==> run_1/placed.png <==
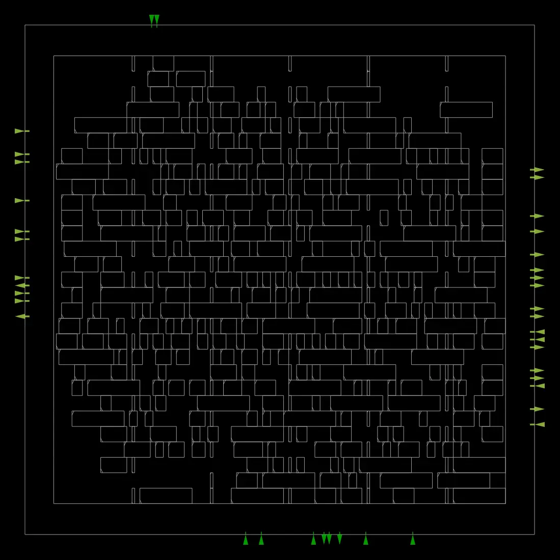
==> run_1/sizing.png <==
The bar under the picture is 20 µm long.
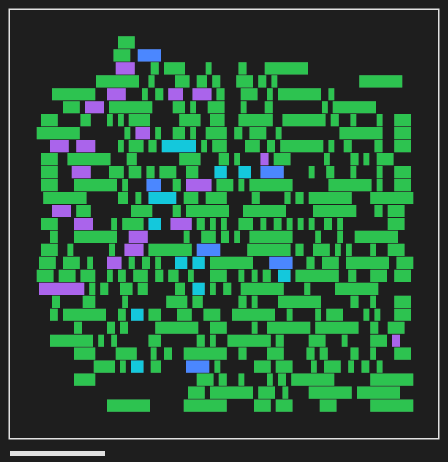
==> run_1/clock_wires.png <==
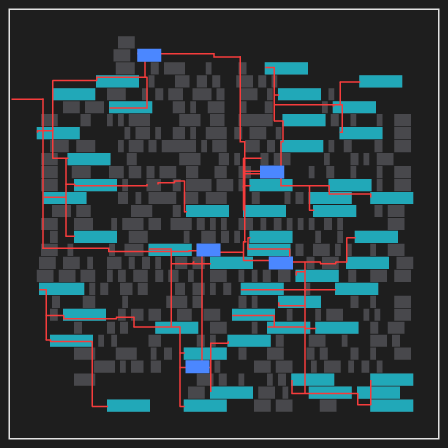
<file path="config.mk">
export PLATFORM = sky130hd
export DESIGN_NAME = v2f_divmod_seq
export DESIGN_NICKNAME = d
export VERILOG_FILES = /design/src/rtl/v2f_divmod_seq.sv
export SDC_FILE = /design/constraint.sdc
export NUM_CORES = 1
export LEC_CHECK = 0
export CELL_PAD_IN_SITES_DETAIL_PLACEMENT = 1
export CELL_PAD_IN_SITES_GLOBAL_PLACEMENT = 1
export CORE_MARGIN = 5
export CORE_UTILIZATION = 42
export CTS_CLUSTER_DIAMETER = 120
export DETAILED_ROUTE_END_ITERATION = 8
export PLACE_DENSITY = 0.85
export SYNTH_ARGS = -nofsm -noshare
export SYNTH_HDL_FRONTEND = slang
export SYNTH_SLANG_ARGS = --single-unit
export TNS_END_PERCENT = 10
</file>
<file path="constraint.sdc">
create_clock -name clk -period 2.9 [get_ports clk]
set_input_delay 0.58 -clock clk [delete_from_list [all_inputs] [get_ports clk]]
set_output_delay 0.58 -clock clk [all_outputs]
set_load 0.05 [all_outputs]
</file>
<file path="src/rtl/v2f_divmod_seq.sv">
// Multi-cycle restoring divider: truncating quotient, dividend-signed remainder.
// x/0 and x%0 give 0 with div_zero set; valid/ready handshake on both sides.
module v2f_divmod_seq #(
    parameter int A_WIDTH = 8,
    parameter int B_WIDTH = 8,
    parameter int Y_WIDTH = 8,
    parameter bit SIGNED  = 1'b0
) (
    input  logic               clk,
    input  logic               rst_n,
    input  logic               in_valid,
    output logic               in_ready,
    input  logic [A_WIDTH-1:0] A,
    input  logic [B_WIDTH-1:0] B,
    output logic               out_valid,
    input  logic               out_ready,
    output logic [Y_WIDTH-1:0] Q,
    output logic [Y_WIDTH-1:0] R,
    output logic               div_zero
);
    localparam int N  = (A_WIDTH > B_WIDTH) ? A_WIDTH : B_WIDTH;
    localparam int CW = $clog2(N + 1);

    typedef enum logic [1:0] {
        S_IDLE,
        S_RUN,
        S_FIX,
        S_DONE
    } state_t;

    state_t         r_state;
    logic           r_in_ready;
    logic           r_out_valid;
    logic [Y_WIDTH-1:0] r_q;
    logic [Y_WIDTH-1:0] r_r;
    logic           r_dz;
    logic [CW-1:0]  r_cnt;
    logic [N:0]     r_rem;
    logic [N-1:0]   r_quo;
    logic [N-1:0]   r_div;
    logic           r_a_neg;
    logic           r_q_neg;

    logic [N-1:0]   w_a_ext;
    logic [N-1:0]   w_b_ext;
    logic           w_a_neg;
    logic           w_b_neg;
    logic [N-1:0]   w_a_mag;
    logic [N-1:0]   w_b_mag;
    logic           w_b_zero;
    logic [N:0]     w_sh;
    logic [N:0]     w_sub;
    logic           w_ge;
    logic [N-1:0]   w_q_n;
    logic [N-1:0]   w_r_n;
    logic [Y_WIDTH-1:0] w_q_y;
    logic [Y_WIDTH-1:0] w_r_y;

    generate
        if (SIGNED) begin : g_sx
            assign w_a_ext = N'(signed'(A));
            assign w_b_ext = N'(signed'(B));
            assign w_q_y   = Y_WIDTH'(signed'(w_q_n));
            assign w_r_y   = Y_WIDTH'(signed'(w_r_n));
        end else begin : g_zx
            assign w_a_ext = N'(A);
            assign w_b_ext = N'(B);
            assign w_q_y   = Y_WIDTH'(w_q_n);
            assign w_r_y   = Y_WIDTH'(w_r_n);
        end
    endgenerate

    assign w_a_neg  = SIGNED & w_a_ext[N-1];
    assign w_b_neg  = SIGNED & w_b_ext[N-1];
    assign w_a_mag  = w_a_neg ? -w_a_ext : w_a_ext;
    assign w_b_mag  = w_b_neg ? -w_b_ext : w_b_ext;
    assign w_b_zero = (w_b_ext == '0);

    // Partial remainder never exceeds 2*divisor, so N+1 bits hold the trial.
    assign w_sh  = {r_rem[N-1:0], r_quo[N-1]};
    assign w_sub = w_sh - {1'b0, r_div};
    assign w_ge  = ~w_sub[N];

    assign w_q_n = r_q_neg ? -r_quo : r_quo;
    assign w_r_n = r_a_neg ? -r_rem[N-1:0] : r_rem[N-1:0];

    always_ff @(posedge clk or negedge rst_n) begin
        if (!rst_n) begin
            r_state     <= S_IDLE;
            r_in_ready  <= 1'b1;
            r_out_valid <= 1'b0;
            r_q         <= '0;
            r_r         <= '0;
            r_dz        <= 1'b0;
            r_cnt       <= '0;
            r_rem       <= '0;
            r_quo       <= '0;
            r_div       <= '0;
            r_a_neg     <= 1'b0;
            r_q_neg     <= 1'b0;
        end else begin
            unique case (r_state)
                S_IDLE: begin
                    if (in_valid) begin
                        r_a_neg    <= w_a_neg;
                        r_q_neg    <= w_a_neg ^ w_b_neg;
                        r_quo      <= w_a_mag;
                        r_div      <= w_b_mag;
                        r_rem      <= '0;
                        r_cnt      <= '0;
                        r_in_ready <= 1'b0;
                        if (w_b_zero) begin
                            r_q         <= '0;
                            r_r         <= '0;
                            r_dz        <= 1'b1;
                            r_out_valid <= 1'b1;
                            r_state     <= S_DONE;
                        end else begin
                            r_state <= S_RUN;
                        end
                    end
                end
                S_RUN: begin
                    r_rem <= w_ge ? w_sub : w_sh;
                    r_quo <= {r_quo[N-2:0], w_ge};
                    r_cnt <= r_cnt + 1'b1;
                    if (r_cnt == CW'(N - 1)) begin
                        r_state <= S_FIX;
                    end
                end
                S_FIX: begin
                    r_q         <= w_q_y;
                    r_r         <= w_r_y;
                    r_dz        <= 1'b0;
                    r_out_valid <= 1'b1;
                    r_state     <= S_DONE;
                end
                S_DONE: begin
                    if (out_ready) begin
                        r_out_valid <= 1'b0;
                        r_in_ready  <= 1'b1;
                        r_state     <= S_IDLE;
                    end
                end
                default: begin
                    r_state <= S_IDLE;
                end
            endcase
        end
    end

    assign in_ready  = r_in_ready;
    assign out_valid = r_out_valid;
    assign Q         = r_q;
    assign R         = r_r;
    assign div_zero  = r_dz;
endmodule

</file>
==> flow_summary.ini, run 1 <==
; generated from flow reports
[status]
outcome = finished clean

[clock_tree]
cts.clk_slew.worst_paths_ps = 100
cts_setup_buffers = 0
cts_tree = yes
cts_sinks = 49

[final_layout]
layout.cells.most_common = nand2_1
n_antenna_cell = 0
fin_area_mm2 = 0.00322
drive_above_1_share = 0.114
area_growth_pct = 20.7

[setup_path]
path_cells = inv_1 -> ha_1 -> inv_1 -> fa_1 -> a211oi_4 -> o211ai_2 -> a221oi_2 -> buf_4 -> mux2i_1 -> a22o_1
critPathRequiredTime_ps = 3150
crit_path_frequent_cell = inv_1

[logic_synthesis]
edf_count = 0
flop_cell = dfrtp_1
synth_cells = 275
ys_ff = 49
synth_area_leader_cell = dfrtp_1
yosys_cells = 275

[final_timing]
tightest_slew_ps = 860
timing.fmax_mhz = 394
fin_worst_skew_ps = 5.54
period_used_share = 0.875
hold_violations = 0

[placed_design]
io_buffers = 38
dp_hpwl_um = 4740
dp_cells = 386
postPlaceCellArea_mm2 = 0.00313
dp_worst_setup_slack_ps = 422

[routing]
drc = 0
wl_met2_um = 3030

[grt]
grt_overflow = 0
grt_pass1_wl_um = 11100
antenna_found_initial = 0

[power_and_ir_drop]
power_leakage_nw = 1.39
peakVddDrop_mv = 0.480

[job]
log.warning_count = 29

[floorplan]
fp-row-count = 29
dieWidth_um = 89.8
-- placed.png (at the start) --
final core occ: 0.513
Cell Count, Final, Fillers Out: 394
filler instances: 737

-- sizing.png (at the start) --
Purple stands for x2, cells 19. Green stands for x1 and smaller, cells 281. Blue stands for x6 and larger, cells 6. Cyan stands for x3 and x4, cells 11.

-- clock_wires.png (at the start) --
Blue stands for clock-net drivers, count 5. Red stands for clock wires, length 688 µm. Cyan stands for flip-flops, count 49.
Position of the flops: spread over the die.

-- run 1: synth_stat cells, types with 2 or more instances --
cell type / count
clkbuf_2: 2
o21ai_0: 33
a22o_1: 2
ha_1: 13
dfrtp_1: 48
xor2_1: 4
clkbuf_1: 7
nand2_1: 57
o21ai_1: 9
a21oi_2: 2
nand2b_1: 2
nand4b_1: 2
mux2i_1: 15
a21oi_1: 8
nor2b_1: 2
nor2_1: 8
inv_1: 15
buf_6: 3
nor3_1: 3
mux2_2: 10
a21boi_0: 2
-- run 1: cell families after synthesis --
| family | Yosys count | synth area share |
|---|---|---|
| XOR/XNOR | 4 | 0.0131 |
| AND/OR/NAND/NOR | 83 | 0.135 |
| AND-OR/OR-AND | 73 | 0.178 |
| multiplexers | 25 | 0.0984 |
| adder cells (fa/ha/maj) | 14 | 0.0684 |
| buffers and inverters | 27 | 0.0473 |
| flip-flops | 49 | 0.459 |
-- run 1: worst max path at each step --
| stage | slack [ps] | cells past startpoint | start | to |
|---|---|---|---|---|
| global route | 200 | 10 | r_quo[7]$_DFFE_PN0P_ | r_rem[0]$_DFFE_PN0P_ |
| finish | 360 | 10 | r_quo[7]$_DFFE_PN0P_ | r_rem[0]$_DFFE_PN0P_ |
| detailed placement | 420 | 10 | r_quo[7]$_DFFE_PN0P_ | r_rem[0]$_DFFE_PN0P_ |
| CTS | 360 | 10 | r_quo[7]$_DFFE_PN0P_ | r_rem[0]$_DFFE_PN0P_ |
| floorplan | 600 | 10 | r_quo[7]$_DFFE_PN0P_ | r_rem[1]$_DFFE_PN0P_ |
| global placement | 500 | 7 | B[5] | R[1]$_DFFE_PN0P_ |
-- run 1: final cells by class --
| type | instances | share of cell area |
|---|---|---|
| multi-input combinational | 199 | 0.409 |
| sequential | 49 | 0.381 |
| timing repair buffer | 46 | 0.135 |
| tap | 77 | 0.0299 |
| clock buffer | 5 | 0.0214 |
| inverter | 15 | 0.0175 |
| clock inverter | 3 | 0.00660 |
-- run 1: power breakdown --
| group | internal (mW) | switching, mW | total, mW |
|---|---|---|---|
| clock | 0.172 | 0.248 | 0.419 |
| combinational | 0.961 | 1.47 | 2.43 |
| sequential | 0.968 | 0.216 | 1.18 |
-- run 1: routing by layer --
layer / global-route usage / vias up
li1: - / 1036
met1: 0.216 / 1060
met2: 0.273 / 55
met3: 0.0401 / 9
met4: 0.0579 / 0
met5: 0 / -
-- run 1: flip-flops by register name (all words and copies together), names as in the netlist --
name       count
Q              8
R              8
div_zero       1
in_ready       1
out_valid      1
r_cnt          4
r_div          8
r_quo          8
r_rem          8
r_state        2
## Run 2: what changed since run 1
--- a/config.mk
+++ b/config.mk
@@ -5,10 +5,11 @@
 export SDC_FILE = /design/constraint.sdc
 export NUM_CORES = 1
 export LEC_CHECK = 0
+export ABC_AREA = 1
 export CELL_PAD_IN_SITES_DETAIL_PLACEMENT = 1
 export CELL_PAD_IN_SITES_GLOBAL_PLACEMENT = 1
 export CORE_MARGIN = 5
-export CORE_UTILIZATION = 42
+export CORE_UTILIZATION = 41
 export CTS_CLUSTER_DIAMETER = 120
 export DETAILED_ROUTE_END_ITERATION = 8
 export PLACE_DENSITY = 0.85
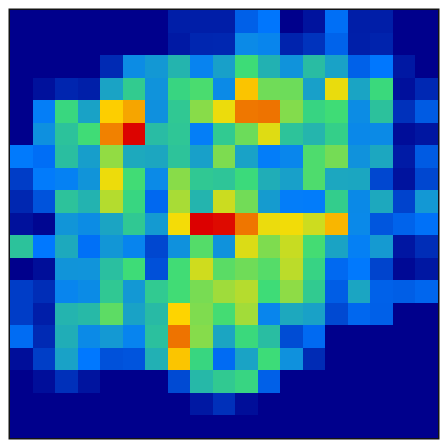
(run_2/route_heat.png)
The die is cut into 19 by 19 equal tiles; dark blue is low, red is high, scaled to the fullest tile. Values are wire area over tile area, all layers added.
24% of the tiles are nearly empty. 18% of the tiles are over half the peak. The emptiest ninth of the die: south-east. The mean over all tiles is 0.12. The densest ninth of the die: center.
drt total wl: 6900 µm
GRT Resource Usage Total: 0.168
drt wl/cell: 14.9 µm
via count: 2388

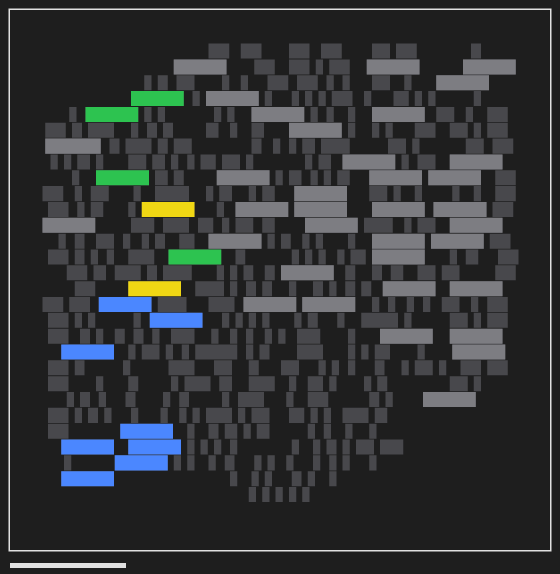
(run_2/ff_map.png)
The bar under the picture is 20 µm long.
Green stands for `r_cnt`, flops 4, where north-west. Yellow stands for `r_state`, flops 2. Blue stands for `r_div`, flops 8, where south-west.
Another 35 sequential cells are not colored.
final core occ: 0.496
Seq area share: 0.368
Reg area: 0.00123 mm²
P_seq: 1.20 mW

==> run 2 against run 1 <==
Synthesized cell count increased by 24%. Design area increased by 3.4%. Register-to-register slack improved by 420 ps. Die size increased by 6.8%. Count of clock-buffer cells in the layout unchanged.
==> flow_summary.ini, run 2 <==
; generated from flow reports
[status]
outcome = finished clean

[logic_synthesis]
top_cells_by_count = nand2_1 (107), dfrtp_1 (48), inv_1 (37)
synth_cells = 342
yosys_cells = 342
adder_share = 0.0651
syn_area_mm2 = 0.00281
synth_area_leader_cell = dfrtp_1
top_cell = nand2_1
mux_share = 0.00401
synth_warnings = 0
logic_family = simple AND/OR/NAND/NOR gates
synth_compound_gate_area_share = 0.125
ys_sh_simple = 0.277
area_leaders = dfrtp_1 (43%), nand2_1 (14%), ha_1 (5.8%)
edf_count = 0
yosys_area_mm2 = 0.00281
ys_sh_xor = 0.00936
ys_ff = 49
flop_cell = dfrtp_1

[final_layout]
layout.cells.most_common = nand2_1
drive_above_1_share = 0.144
area_growth_pct = 18.8
n_antenna_cell = 0

[floorplan]
fp-row-count = 30
core_mm2 = 0.00672
fp_util = 0.418
dieWidth_um = 92.7

[power_and_ir_drop]
power_leakage_nw = 1.62
power_density_mw_per_mm2 = 1210
peakVddDrop_mv = 0.514

[setup_path]
crit_start = in_ready$_DFFE_PN1P_
path_cells = clkdlybuf4s50_1
crit_path_end = in_ready
critPathRequiredTime_ps = 2320
crit_cells = 1

[routing]
drc = 0
firstDrtPassIters = 4

[job]
log.warning_count = 29

[final_timing]
slew_headroom = 0.659
timing.fmax_mhz = 446
tightest_slew_ps = 510
hold_violations = 0
fin_worst_skew_ps = 9.68
period_used_share = 0.774

[grt]
antenna_found_initial = 0
grt_pass1_wl_um = 11600
grt_overflow = 0

[clock_tree]
cts_sinks = 49
cts_setup_buffers = 0
cts_tree = yes
cts.clk_slew.worst_paths_ps = 100

[placed_design]
dp_hpwl_um = 5410
io_buffers = 38
[run 2: cell types whose count changed after synthesis, sizes merged, moves of 5 or more]
cell and delta:
a21oi +6, a31oi +7, buf +5, clkbuf -7
inv +26, mux2 -9, mux2i -15, nand2 +60
nand3 +24, nor2 +15, o21ai -19
[run 2: cells by family after synthesis]
group,after synthesis
compound gates,50
xor+xnor,3
fa+ha+maj,14
buf+inv,51
flops,49
mux,1
simple gates,174
[run 2: per-layer routing]
layer / GRT usage / vias to the layer above / share of wire
li1: - / 1169 / -
met1: 0.216 / 1175 / 0.46
met2: 0.294 / 40 / 0.50
met3: 0.0284 / 4 / 0.031
met4: 0.0366 / 0 / 0.0081
met5: 0 / - / 0
[run 2: worst min path at each step]
| stage | to | cells after the start | startpoint | slack (ps) |
|---|---|---|---|---|
| after floorplan | Q[0]$_DFFE_PN0P_ | 0 | rst_n | 280 |
| after global placement | in_ready$_DFFE_PN1P_ | 2 | in_ready$_DFFE_PN1P_ | 460 |
| after detailed placement | in_ready$_DFFE_PN1P_ | 2 | in_ready$_DFFE_PN1P_ | 460 |
| after CTS | Q[4]$_DFFE_PN0P_ | 1 | rst_n | 160 |
| after global routing | Q[4]$_DFFE_PN0P_ | 1 | rst_n | 170 |
| final | Q[4]$_DFFE_PN0P_ | 1 | rst_n | 160 |
[run 2: area by class of cell]
type / instances / area [µm²]
fill: 825 / 3390
clock inverter: 3 / 25.0
timing repair buffer: 42 / 405
multi-input combinational: 242 / 1350
tap: 80 / 100
clock buffer: 5 / 68.8
inverter: 41 / 156
sequential: 49 / 1230
[run 2: where the power goes]
part,leakage [nW],internal [mW],switching (mW)
clock network,0.0452,0.176,0.255
registers,0.609,0.976,0.225
logic,0.961,0.824,1.59
total,1.62,1.98,2.06
[run 2: stage by stage]
step | instance area [µm²] | setup slack, ps | std cells
2_1_floorplan | 2810 | 1110 | 342
3_3_place_gp | 3240 | 679 | 454
3_5_place_dp | 3240 | 623 | 454
4_1_cts | 3330 | 647 | 462
5_1_grt | 3330 | 537 | 462
6_report | 3330 | 656 | 462
Power figures rest on the tool's default switching activity, not on a simulated workload.
